[src/rtl/icap_pkg.sv]
// Shared constants, FSM state type and byte bit-reversal helper for the ICAP write sequencer.
package icap_pkg;

    localparam int unsigned DATA_W = 32;

    localparam logic [DATA_W-1:0] SYNC_WORD  = 32'hAA99_5566;
    localparam logic [DATA_W-1:0] CMD_HDR    = 32'h3000_8001;
    localparam logic [DATA_W-1:0] DESYNC_CMD = 32'h0000_000D;
    localparam logic [DATA_W-1:0] NOOP_WORD  = 32'h2000_0000;

    typedef enum logic [2:0] {
        ST_IDLE,
        ST_HUNT,
        ST_SYNCED,
        ST_ABORT_HDR,
        ST_ABORT_CMD,
        ST_PAD,
        ST_DONE
    } icap_state_e;

    // Reverse bit order inside each byte (7-series ICAP ordering for raw .bin data).
    function automatic logic [DATA_W-1:0] bitswap32(input logic [DATA_W-1:0] w);
        logic [DATA_W-1:0] r;
        for (int b = 0; b < 4; b++) begin
            for (int i = 0; i < 8; i++) begin
                r[8*b + i] = w[8*b + 7 - i];
            end
        end
        return r;
    endfunction

endpackage

[src/rtl/icap_write_ctrl.sv]
// Write-side sequencer feeding ICAPE2: tracks sync/desync, forwards words, appends a desync trailer on stall.
// Define ICAP_BITSWAP_EN to bit-reverse each byte of icap_i.
module icap_write_ctrl
    import icap_pkg::*;
#(
    parameter int unsigned TIMEOUT_CYCLES = 1024,
    parameter int unsigned NOOP_PAD       = 4,
    parameter int unsigned TO_W           = $clog2(TIMEOUT_CYCLES + 1)
) (
    input  logic        clk,
    input  logic        rst,
    input  logic [31:0] s_data,
    input  logic        s_valid,
    output logic        s_ready,
    output logic [31:0] icap_i,
    output logic        icap_csib,
    output logic        icap_rdwrb,
    output logic        busy,
    output logic        synced,
    output logic        done,
    output logic        err,
    output logic [31:0] word_cnt
);

    localparam int unsigned PAD_W = (NOOP_PAD > 1) ? $clog2(NOOP_PAD) : 1;

    icap_state_e       state, state_nxt;
    logic [DATA_W-1:0] hist, hist_nxt;
    logic [TO_W-1:0]   to_cnt, to_cnt_nxt;
    logic [PAD_W-1:0]  pad_cnt, pad_cnt_nxt;
    logic              err_nxt;
    logic              done_nxt;
    logic              out_vld;
    logic [DATA_W-1:0] out_word;
    logic [DATA_W-1:0] icap_word_c;
    logic              accept;
    icap_state_e       pad_entry;

    assign accept    = s_valid && s_ready;
    // With no padding configured the trailer skips PAD entirely.
    assign pad_entry = (NOOP_PAD == 0) ? ST_DONE : ST_PAD;

`ifdef ICAP_BITSWAP_EN
    assign icap_word_c = bitswap32(out_word);
`else
    assign icap_word_c = out_word;
`endif

    // Next-state, emitted word and bookkeeping.
    always_comb begin
        state_nxt   = state;
        hist_nxt    = hist;
        to_cnt_nxt  = '0;
        pad_cnt_nxt = pad_cnt;
        err_nxt     = err;
        done_nxt    = 1'b0;
        out_vld     = 1'b0;
        out_word    = '0;

        case (state)
            ST_IDLE, ST_HUNT: begin
                if (accept) begin
                    out_vld  = 1'b1;
                    out_word = s_data;
                    if (s_data == SYNC_WORD) begin
                        state_nxt = ST_SYNCED;
                    end else begin
                        state_nxt = ST_HUNT;
                    end
                end
            end
            ST_SYNCED: begin
                if (accept) begin
                    out_vld  = 1'b1;
                    out_word = s_data;
                    hist_nxt = s_data;
                    if (hist == CMD_HDR && s_data == DESYNC_CMD) begin
                        state_nxt = pad_entry;
                    end
                end else begin
                    // An accept in the expiry cycle takes the branch above, so it always wins.
                    to_cnt_nxt = to_cnt + 1'b1;
                    if (to_cnt == TO_W'(TIMEOUT_CYCLES - 1)) begin
                        err_nxt   = 1'b1;
                        state_nxt = ST_ABORT_HDR;
                    end
                end
            end
            ST_ABORT_HDR: begin
                out_vld   = 1'b1;
                out_word  = CMD_HDR;
                state_nxt = ST_ABORT_CMD;
            end
            ST_ABORT_CMD: begin
                out_vld   = 1'b1;
                out_word  = DESYNC_CMD;
                state_nxt = pad_entry;
            end
            ST_PAD: begin
                out_vld  = 1'b1;
                out_word = NOOP_WORD;
                if (32'(pad_cnt) + 32'd1 >= NOOP_PAD) begin
                    pad_cnt_nxt = '0;
                    state_nxt   = ST_DONE;
                end else begin
                    pad_cnt_nxt = pad_cnt + 1'b1;
                end
            end
            ST_DONE: begin
                done_nxt  = 1'b1;
                hist_nxt  = '0;
                state_nxt = ST_IDLE;
            end
            default: begin
                state_nxt = ST_IDLE;
            end
        endcase
    end

    // State and registered outputs.
    always_ff @(posedge clk or negedge rst) begin
        if (!rst) begin
            state      <= ST_IDLE;
            hist       <= '0;
            to_cnt     <= '0;
            pad_cnt    <= '0;
            err        <= 1'b0;
            done       <= 1'b0;
            icap_i     <= '0;
            icap_csib  <= 1'b1;
            icap_rdwrb <= 1'b0;
            s_ready    <= 1'b1;
            busy       <= 1'b0;
            synced     <= 1'b0;
            word_cnt   <= '0;
        end else begin
            state      <= state_nxt;
            hist       <= hist_nxt;
            to_cnt     <= to_cnt_nxt;
            pad_cnt    <= pad_cnt_nxt;
            err        <= err_nxt;
            done       <= done_nxt;
            icap_csib  <= !out_vld;
            icap_rdwrb <= 1'b0;
            s_ready    <= (state_nxt == ST_IDLE) || (state_nxt == ST_HUNT) || (state_nxt == ST_SYNCED);
            busy       <= (state_nxt != ST_IDLE);
            synced     <= (state_nxt == ST_SYNCED);
            if (out_vld) begin
                icap_i <= icap_word_c;
            end
            if (out_vld && word_cnt != '1) begin
                word_cnt <= word_cnt + 32'd1;
            end
        end
    end

endmodule

[config.mk]
export PLATFORM = sky130hd
export DESIGN_NAME = icap_write_ctrl
export DESIGN_NICKNAME = d
export VERILOG_FILES = /design/src/rtl/icap_pkg.sv /design/src/rtl/icap_write_ctrl.sv
export SDC_FILE = /design/constraint.sdc
export NUM_CORES = 1
export LEC_CHECK = 0
export ABC_AREA = 1
export CAP_MARGIN = 15
export CORE_ASPECT_RATIO = 0.7
export CORE_MARGIN = 5
export CORE_UTILIZATION = 35
export DETAILED_ROUTE_END_ITERATION = 10
export GPL_TIMING_DRIVEN = 0
export PLACE_DENSITY = 0.59
export SLEW_MARGIN = 20
export SYNTH_ARGS = -nofsm -noshare
export SYNTH_HDL_FRONTEND = slang
export SYNTH_SLANG_ARGS = --single-unit
[constraint.sdc]
create_clock -name clk -period 1.9 [get_ports clk]
set_input_delay 0.38 -clock clk [delete_from_list [all_inputs] [get_ports clk]]
set_output_delay 0.38 -clock clk [all_outputs]
set_load 0.1 [all_outputs]
==> images/layer_met3.png <==
The bar under the picture is 50 um long.
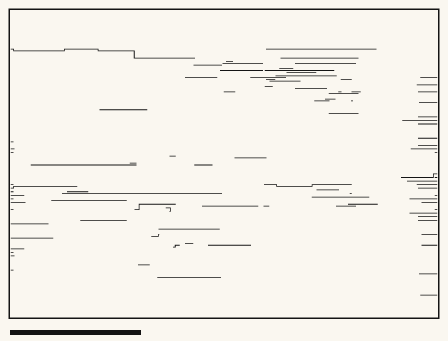
main direction: horizontal
wire length on this layer: 1040 um
grt met3 use: 0.0403
via count: 5312

==> images/placement_by_type.png <==
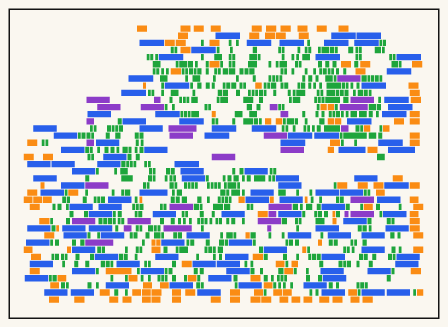
| class | color | cells |
|---|---|---|
| combinational and other logic | green | 589 |
| other buffers and delay cells | orange | 136 |
| flops | blue | 118 |
| clock drivers and dummy loads | purple | 31 |
# rows: 39
flop share of the area: 0.375
core footprint: 16200 um^2

==> images/placement.png <==
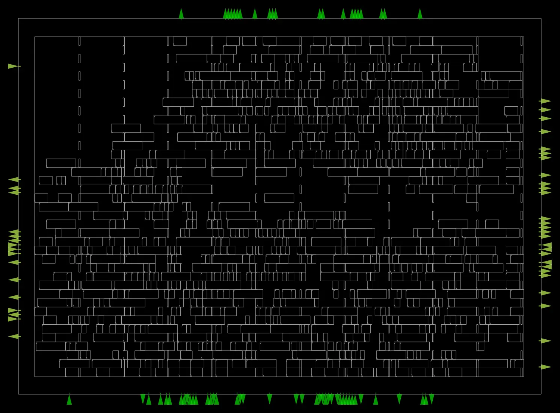
tap cells: 225
flip-flops: 118
final core occ: 0.495

==> images/cell_density.png <==
The die is cut into 16 by 12 equal tiles; white is low, dark blue is high, 0 to 100% covered.
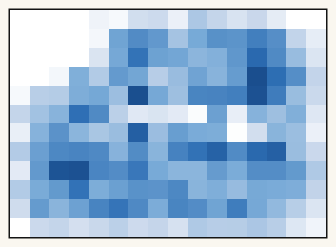
emptiest ninth of the die: upper left
fullest tile: 88%
tiles over 75% full: 5.7%

==> images/flops_by_reg.png <==
The bar under the picture is 50 um long. Other sequential cells in the stronger gray, the rest of the logic in the fainter gray.
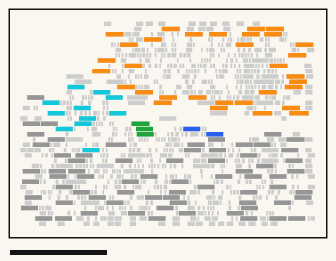
| name in the netlist | color | sequential cells |
|---|---|---|
| state | green | 3 |
| pad_cnt | blue | 2 |
| to_cnt | cyan | 11 |
| word_cnt | orange | 32 |
not colored: 70

==> run summary <==
CTS H-tree lvls -> 4
Post-synth EDFFs -> 0
Asr flop ratio synth -> 1.00
Post-route ant nets -> 0
Synthesized area per cell -> 7.88 um^2
Most numerous logic cell after layout -> nand2_1
P_sw -> 2730 uW
PortBufs -> 104
Total GRT Usage -> 0.183
AO/OA Area Share -> 0.0844
Layout cells sized above 1 -> 0.221
Mux frac, synth -> 0
DRT iter0 DRCs -> 435
Seq power -> 2820 uW
Design Area, Final -> 8020 um^2
Layout clock buffers -> 17
Status -> finished clean
Largest net degree at the start of global routing -> 64
Synth top area share -> 0.505
Final hold violations -> 0
Clk pwr share -> 0.426
Setup Buffers After CTS -> 0
Max rail drop VDD -> 0.781 mV
Fa+ha+maj area frac -> 0.00653
Slew margin rel. -> 0.617
Crit end category -> primary output
Placed cells -> 1060
DP Worst Slack -> -0.623 ns
Total gr overflow -> 0
Critical Path Slowest Stage Cell -> dfstp_4
Routed vias/inst -> 4.83
Clock Skew -> 0.00860 ns
PwrDens -> 1000 nW/um^2
Global-route wire length before repair -> 27.2 mm
DR pass1 iterations -> 4
Startpoint types -> flop
CTS tree -> yes
Top-count cell post-synth -> nand2_1
Finished Layout Cells -> 1099
## path summary, 6_finish.rpt
path | startpoint | to | slack, ns
max in group asynchronous | rst | icap_csib | 0.64
worst max-delay path | s_ready | s_ready | 0.04
worst min register to register | err | err | 0.48
worst max register to register | word_cnt[1] | word_cnt[8] | 0.09
worst min-delay path | err | err | 0.48
min in group asynchronous | rst | icap_i[10] | 0.50
## flip-flops by register name, summed over array words and instances, names as in the netlist, 2 cells and up
| register | cells |
|---|---|
| hist | 32 |
| icap_i | 32 |
| pad_cnt | 2 |
| state | 3 |
| to_cnt | 11 |
| word_cnt | 32 |
## routing by layer
layer  part of all wire  vias to the layer above  routed length (um)
li1                   -                     2638                   -
met1               0.55                     2512                9260
met2               0.39                      151                6550
met3              0.061                       11                1040
met4             0.0071                        0                 121
met5                  0                        -                   0
Power figures rest on the tool's default switching activity, not on a simulated workload.
